Figure 1. Close-up of the layout.
Window x 76 to 101, y 32 to 57 µm. Cells in grey, sequential cells in the stronger grey; small squares are vias.
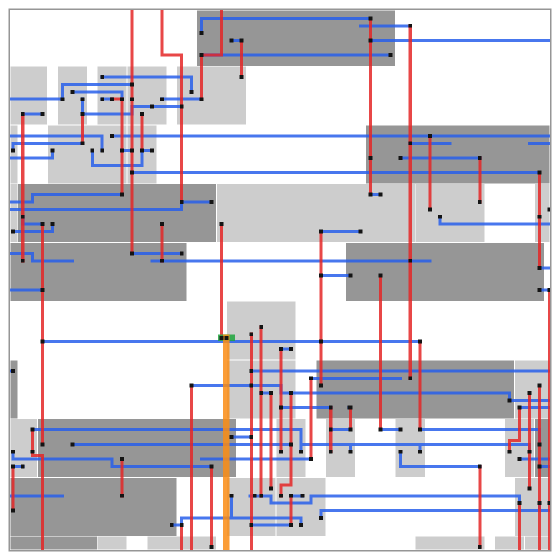
Figure 2. Signal wires on met1.
Scale: 3 px per µm.
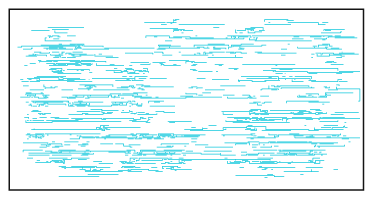
Figure 3. Logic cells by family.
Scale: 3 px per µm.
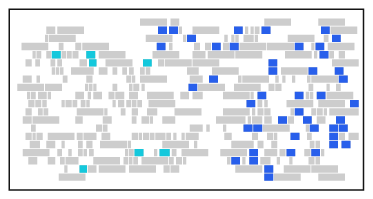
Figure 4. Congestion heat map.
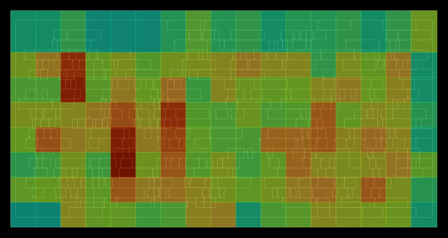
Figure 5. Sequential cells coloured by netlist name.
Scale: 6 px per µm.
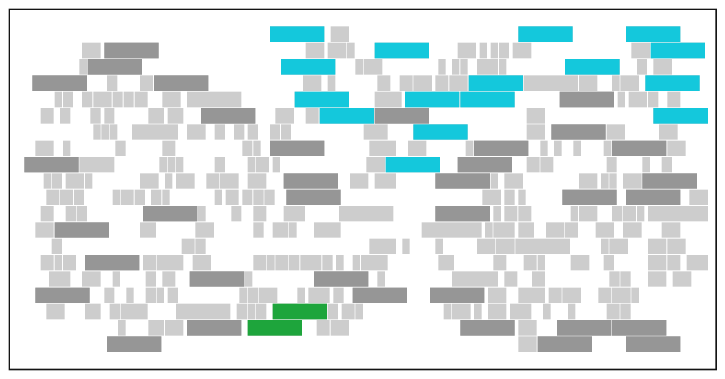
File: src/rtl/cpu_dbg_pkg.sv
// ---------------------------------------------------------------------------
// cpu_dbg_pkg
// Shared types for the CPU run/step controller: the controller state
// encoding and the halt-cause codes reported to the debug host.
// ---------------------------------------------------------------------------
package cpu_dbg_pkg;

  typedef enum logic [1:0] {
    HALTED = 2'd0,
    RUN    = 2'd1,
    STEP   = 2'd2
  } state_e;

  typedef logic [1:0] cause_t;

  localparam cause_t CAUSE_RESET = 2'd0;
  localparam cause_t CAUSE_HALT  = 2'd1;
  localparam cause_t CAUSE_STEP  = 2'd2;
  localparam cause_t CAUSE_BP    = 2'd3;

endpackage

File: src/rtl/cpu_step_ctrl_if.sv
// ---------------------------------------------------------------------------
// cpu_step_ctrl_if
// Debug-side bundle of the run/step controller.
//   master : board/debug side, drives the requests and observes status
//   slave  : cpu_step_ctrl, consumes the requests and drives the status
// Signals:
//   run, step_req, step_count, halt_req, div    control requests
//   pc, bp_addr, bp_valid                       breakpoint compare inputs
//   cpu_en, busy, halted, halt_cause, steps_done status / advance strobe
// ---------------------------------------------------------------------------
interface cpu_step_ctrl_if
  import cpu_dbg_pkg::*;
#(
  parameter int PC_W  = 32,
  parameter int DIV_W = 16,
  parameter int CNT_W = 16
) ();

  logic             run;
  logic             step_req;
  logic [CNT_W-1:0] step_count;
  logic             halt_req;
  logic [DIV_W-1:0] div;
  logic [PC_W-1:0]  pc;
  logic [PC_W-1:0]  bp_addr;
  logic             bp_valid;
  logic             cpu_en;
  logic             busy;
  logic             halted;
  cause_t           halt_cause;
  logic [CNT_W-1:0] steps_done;

  modport master (
    output run, step_req, step_count, halt_req, div, pc, bp_addr, bp_valid,
    input  cpu_en, busy, halted, halt_cause, steps_done
  );

  modport slave (
    input  run, step_req, step_count, halt_req, div, pc, bp_addr, bp_valid,
    output cpu_en, busy, halted, halt_cause, steps_done
  );

endinterface

File: src/rtl/cpu_step_ctrl_rate_tick.sv
// ---------------------------------------------------------------------------
// rate_tick
// Programmable rate divider. While enabled, tick is high for one cycle out
// of every div+1; the counter restarts from zero after each tick and is held
// at zero while clear is asserted.
// Ports:
//   click  in  clock, rising edge
//   rst_n  in  async active-low reset
//   clear  in  hold counter at zero
//   enable in  count / allow tick
//   div    in  tick spacing minus one
//   tick   out combinational tick, valid while enable is high
// ---------------------------------------------------------------------------
module rate_tick #(
  parameter int DIV_W = 16
) (
  input  logic             click,
  input  logic             rst_n,
  input  logic             clear,
  input  logic             enable,
  input  logic [DIV_W-1:0] div,
  output logic             tick
);

  logic [DIV_W-1:0] count_q;

  assign tick = enable && (count_q == div);

  // NOTE: sequential state is only ever written with non-blocking assignments
  // so every flop samples the pre-edge values of its neighbours.
  always_ff @(posedge click or negedge rst_n) begin
    if (!rst_n) begin
      count_q <= '0;
    end else if (clear || tick) begin
      count_q <= '0;
    end else if (enable) begin
      count_q <= count_q + DIV_W'(1);
    end
  end

endmodule

File: src/rtl/cpu_step_ctrl.sv
// ---------------------------------------------------------------------------
// cpu_step_ctrl
// Run/step controller for the single-cycle CPU. Produces cpu_en, a one-cycle
// advance strobe that qualifies PC write, in free run, divided-rate run,
// N-instruction step and (optionally) PC-breakpoint modes.
// Ports:
//   click  in  system clock, rising edge
//   rst_n  in  async active-low reset
//   bus    cpu_step_ctrl_if.slave (requests in, status and cpu_en out)
// Configuration:
//   BREAKPOINT_EN  when defined, a tick with bp_valid && pc == bp_addr halts
//                  with cause 3 instead of issuing cpu_en. The first tick
//                  after leaving HALTED is exempt so a resume from the
//                  breakpoint PC executes that instruction once.
// ---------------------------------------------------------------------------
module cpu_step_ctrl
  import cpu_dbg_pkg::*;
#(
  parameter int PC_W  = 32,
  parameter int DIV_W = 16,
  parameter int CNT_W = 16
) (
  input  logic           click,
  input  logic           rst_n,
  cpu_step_ctrl_if.slave bus
);

  state_e           state_q, state_d;
  cause_t           cause_q, cause_d;
  logic             cpu_en_q, cpu_en_d;
  logic [CNT_W-1:0] remaining_q, remaining_d;
  logic [CNT_W-1:0] steps_q, steps_d;
  logic             busy;
  logic             tick;
  logic             bp_hit;

  assign busy = (state_q == RUN) || (state_q == STEP);

  // Held clear while halted, so it starts from zero on the edge we leave.
  rate_tick #(.DIV_W(DIV_W)) u_rate_tick (
    .click  (click),
    .rst_n  (rst_n),
    .clear  (state_q == HALTED),
    .enable (busy),
    .div    (bus.div),
    .tick   (tick)
  );

`ifdef BREAKPOINT_EN
  logic skip_bp_q;

  // Set for as long as we sit in HALTED, i.e. on every exit; dropped after
  // the first tick of the new RUN/STEP session.
  always_ff @(posedge click or negedge rst_n) begin
    if (!rst_n) begin
      skip_bp_q <= 1'b0;
    end else if (state_q == HALTED) begin
      skip_bp_q <= 1'b1;
    end else if (tick) begin
      skip_bp_q <= 1'b0;
    end
  end

  assign bp_hit = bus.bp_valid && (bus.pc == bus.bp_addr) && !skip_bp_q;
`else
  logic [PC_W-1:0] unused_bp_addr;
  logic            unused_bp_valid;
  logic [PC_W-1:0] unused_pc;

  assign unused_bp_addr  = bus.bp_addr;
  assign unused_bp_valid = bus.bp_valid;
  assign unused_pc       = bus.pc;
  assign bp_hit          = 1'b0;
`endif

  // NOTE: every variable is given its hold/default value before the case so
  // no path leaves it unassigned and no latch is inferred.
  always_comb begin
    state_d     = state_q;
    cause_d     = cause_q;
    cpu_en_d    = 1'b0;
    remaining_d = remaining_q;
    steps_d     = steps_q;

    unique case (state_q)
      HALTED: begin
        // step_req has priority over run; halt_req is meaningless here.
        if (bus.step_req) begin
          state_d     = STEP;
          remaining_d = (bus.step_count == '0) ? CNT_W'(1) : bus.step_count;
        end else if (bus.run) begin
          state_d = RUN;
        end
      end

      RUN, STEP: begin
        // Order matters: halt beats breakpoint beats a normal advance.
        if (bus.halt_req) begin
          state_d = HALTED;
          cause_d = CAUSE_HALT;
        end else if (tick) begin
          if (bp_hit) begin
            state_d = HALTED;
            cause_d = CAUSE_BP;
          end else begin
            cpu_en_d = 1'b1;
            steps_d  = steps_q + CNT_W'(1);
            if (state_q == STEP) begin
              remaining_d = remaining_q - CNT_W'(1);
              if (remaining_q == CNT_W'(1)) begin
                state_d = HALTED;
                cause_d = CAUSE_STEP;
              end
            end
          end
        end
      end

      default: begin
        state_d = HALTED;
      end
    endcase
  end

  always_ff @(posedge click or negedge rst_n) begin
    if (!rst_n) begin
      state_q     <= HALTED;
      cause_q     <= CAUSE_RESET;
      cpu_en_q    <= 1'b0;
      remaining_q <= '0;
      steps_q     <= '0;
    end else begin
      state_q     <= state_d;
      cause_q     <= cause_d;
      cpu_en_q    <= cpu_en_d;
      remaining_q <= remaining_d;
      steps_q     <= steps_d;
    end
  end

  assign bus.cpu_en     = cpu_en_q;
  assign bus.busy       = busy;
  assign bus.halted     = (state_q == HALTED);
  assign bus.halt_cause = cause_q;
  assign bus.steps_done = steps_q;

endmodule

File: src/flat_wrapper.sv
// flat-port wrapper written by rule: the top's interface ports become plain ports
module cpu_step_ctrl_flat import cpu_dbg_pkg::*;
#(
  parameter int PC_W  = 32,
  parameter int DIV_W = 16,
  parameter int CNT_W = 16
)
  (click, rst_n, bus_run, bus_step_req, bus_step_count, bus_halt_req, bus_div, bus_pc, bus_bp_addr, bus_bp_valid, bus_cpu_en, bus_busy, bus_halted, bus_halt_cause, bus_steps_done);
  cpu_step_ctrl_if #(.PC_W(PC_W), .DIV_W(DIV_W), .CNT_W(CNT_W)) bus_i ();
  input  logic click;
  input  logic rst_n;
  input wire logic [$bits(bus_i.run)-1:0] bus_run;
  input wire logic [$bits(bus_i.step_req)-1:0] bus_step_req;
  input wire logic [$bits(bus_i.step_count)-1:0] bus_step_count;
  input wire logic [$bits(bus_i.halt_req)-1:0] bus_halt_req;
  input wire logic [$bits(bus_i.div)-1:0] bus_div;
  input wire logic [$bits(bus_i.pc)-1:0] bus_pc;
  input wire logic [$bits(bus_i.bp_addr)-1:0] bus_bp_addr;
  input wire logic [$bits(bus_i.bp_valid)-1:0] bus_bp_valid;
  output wire logic [$bits(bus_i.cpu_en)-1:0] bus_cpu_en;
  output wire logic [$bits(bus_i.busy)-1:0] bus_busy;
  output wire logic [$bits(bus_i.halted)-1:0] bus_halted;
  output wire logic [$bits(bus_i.halt_cause)-1:0] bus_halt_cause;
  output wire logic [$bits(bus_i.steps_done)-1:0] bus_steps_done;
  assign bus_i.run = bus_run;
  assign bus_i.step_req = bus_step_req;
  assign bus_i.step_count = bus_step_count;
  assign bus_i.halt_req = bus_halt_req;
  assign bus_i.div = bus_div;
  assign bus_i.pc = bus_pc;
  assign bus_i.bp_addr = bus_bp_addr;
  assign bus_i.bp_valid = bus_bp_valid;
  assign bus_cpu_en = bus_i.cpu_en;
  assign bus_busy = bus_i.busy;
  assign bus_halted = bus_i.halted;
  assign bus_halt_cause = bus_i.halt_cause;
  assign bus_steps_done = bus_i.steps_done;
  cpu_step_ctrl #(.PC_W(PC_W), .DIV_W(DIV_W), .CNT_W(CNT_W)) u_core (.click(click), .rst_n(rst_n), .bus(bus_i));
endmodule
File: config.mk
export PLATFORM = sky130hd
export DESIGN_NAME = cpu_step_ctrl_flat
export DESIGN_NICKNAME = d
export VERILOG_FILES = /design/src/rtl/cpu_dbg_pkg.sv /design/src/rtl/cpu_step_ctrl_if.sv /design/src/rtl/cpu_step_ctrl_rate_tick.sv /design/src/rtl/cpu_step_ctrl.sv /design/src/flat_wrapper.sv
export SDC_FILE = /design/constraint.sdc
export NUM_CORES = 1
export LEC_CHECK = 0
export ABC_CLOCK_PERIOD_IN_PS = 3820
export CAP_MARGIN = 20
export CORE_ASPECT_RATIO = 0.5
export CORE_UTILIZATION = 45
export DETAILED_ROUTE_END_ITERATION = 12
export DONT_BUFFER_PORTS = 1
export HOLD_SLACK_MARGIN = 0.06
export PLACE_DENSITY = 0.59
export SETUP_SLACK_MARGIN = 0.5
export SYNTH_ARGS = -nofsm -noshare
export SYNTH_HDL_FRONTEND = slang
export SYNTH_HIERARCHICAL = 1
export SYNTH_SLANG_ARGS = --single-unit
File: constraint.sdc
create_clock -name click -period 3.82 [get_ports click]
set_clock_uncertainty 0.2 [all_clocks]
set_input_delay 0.382 -clock click [delete_from_list [all_inputs] [get_ports click]]
set_output_delay 0.382 -clock click [all_outputs]
set_load 0.01 [all_outputs]
==> metrics.yaml <==
final_timing:
  finalCriticalPeriod_ps: 2990
  fin_setup_tns_ps: 0
  period_used_pct: 78.3
  setup_viol: 0
  slew_violations: 0
  hold_viol_final: 0
  worst_slew_pin_slew_ps: 891
clocking:
  clk_latency_ps: 300
  clk_pin_slew_ps: 70
  cts_buffers: 5
  cts_tree: "done"
place:
  portBuffers: 0
hold_path:
  hold_class: "in2reg"
worst_setup_path:
  critPathArrivalTime_ps: 2980
  rr_endpoint: "u_core/bus.steps_done[15]"
  start_kind: "flop"
  required_ps: 3810
  r2r_slack_ps: 830
  end_kind: "flop"
finish:
  mi_logic_area_mm2: 0.00161
  lay_top_cells: "dfrtp_1, nor2_1, nand2_1"
  nonClkBufAreaFrac_pct: 1.90
  nClkBuffers: 5
  clk_share_pct: 4.56
  drive_gt1_share_pct: 6.01
  fillers: 579
  nNonClkInverters: 7
synth:
  ys_warn_count: 6
  synthCells: 314
  ys_cells: 314
  ys_seq_share_pct: 44.1
  syn_area_mm2: 0.00301
  synth.distinct_cells: 49
floorplan:
  chipArea_mm2: 0.00703
  fp_util_pct: 48.0
  rows: 20
  die_w_um: 118
  ios: 123
route:
  postRouteAntennaNets: 0
  viasPerCell: 5.76
power_and_ir_drop:
  power.leakage_uw: 0.00138
flow_run:
  warnings: 94
grt:
  grt_pass1_wl_um: 11200
  grt_antenna_before_repair: 0
outcome:
  status: "finished clean"
-- Figure 1 (at the start) --
blue -> M1
orange -> M4
green -> M3
red -> M2
sequential cells in the window = 8
cells with their middle in the window = 29
netlist names of flops here include = u_core/bus.steps_done (4), u_core/u_rate_tick/count_q (4)
most frequent = dfrtp_1 (8), nor2_1 (7)

-- Figure 2 (at the start) --
longest straight run = 34.0 µm
main direction = horizontal
DR vias: 2329
Detailed Route WL: 6760 µm
met1 Use GR: 27.4%

-- Figure 3 (at the start) --
cyan -> non-inverting ao/oa cells  # cells 7
blue -> xor and xnor cells  # cells 45, most used xnor2_1
most instantiated logic cell after routing: dfrtp_1
Layout Cells excl Fill: 404
logic share of the area: 49.1%

-- Figure 4 (at the start) --
most crowded layer after global routing: met2
post-DR wirelength/cell: 16.7 µm
total track usage: 20.5%
Finished Core Util: 52.6%
M3 GR Usage: 6.39%

-- Figure 5 (at the start) --
cyan -> u_core/bus.steps_done  # placed flops 16
green -> u_core/bus.halt_cause  # placed flops 2
not coloured = 35
seq pwr: 809 µW
register area: 0.00133 mm²
Seq area share: 40.3%

-- worst min-delay path by stage --
stage,slack (ps),to
detailed placement,-110,u_core/u_rate_tick/count_q[13]
global route,80,u_core/state_q[0]
floorplan,-110,u_core/bus.cpu_en
CTS,60,u_core/state_q[0]
finish,70,u_core/state_q[0]
global placement,-110,u_core/u_rate_tick/count_q[13]
-- cell families (layout without fill, tap and decap cells) --
family | after synthesis | count (layout) | synth area share [%]
compound gates | 61 | 61 | 13.7
xor+xnor | 45 | 45 | 13.1
fa+ha+maj | 7 | 7 | 2.91
buf+inv | 18 | 20 | 2.66
flops | 53 | 53 | 44.1
mux | 3 | 3 | 1.04
simple gates | 127 | 127 | 22.4
-- metrics by stage --
stage          area (µm²)  total power (µW)  setup WS (ps)
4_1_cts              3270              2210            580
3_3_place_gp         3080              1690            613
2_1_floorplan        3010              1540           1100
5_1_grt              3290              2350            570
6_report             3290              2200            829
3_5_place_dp         3080              1710            601
-- per-layer routing --
layer	vias to the layer above	routed length, µm
met1	1128	3360
met2	62	2850
met5	-	0
li1	1131	-
met4	0	75
met3	8	467
-- report_power, final --
part	internal, µW	leakage [µW]	switching, µW	total [µW]
combinational	340	0.000614	580	920
clock	248	0.0000708	228	476
sequential	671	0.000691	139	809
-- sequential cells by signal (all words and copies together) (netlist names) --
| register | count |
|---|---|
| u_core/u_rate_tick/count_q | 16 |
| u_core/bus.steps_done | 16 |
| u_core/remaining_q | 16 |
| u_core/bus.halt_cause | 2 |
| u_core/bus.cpu_en | 1 |
| u_core/state_q | 2 |
-- worst max-delay path, cell delays in order (launching register included) --
cell,delay (ps)
dfrtp_1,430
xor2_1,160
nor4_1,340
nand2_1,220
nor4_4,390
and3b_1,310
nand4_2,200
nor3_2,360
nand3_1,140
xnor2_1,140
Power and IR drop assume default switching activity.
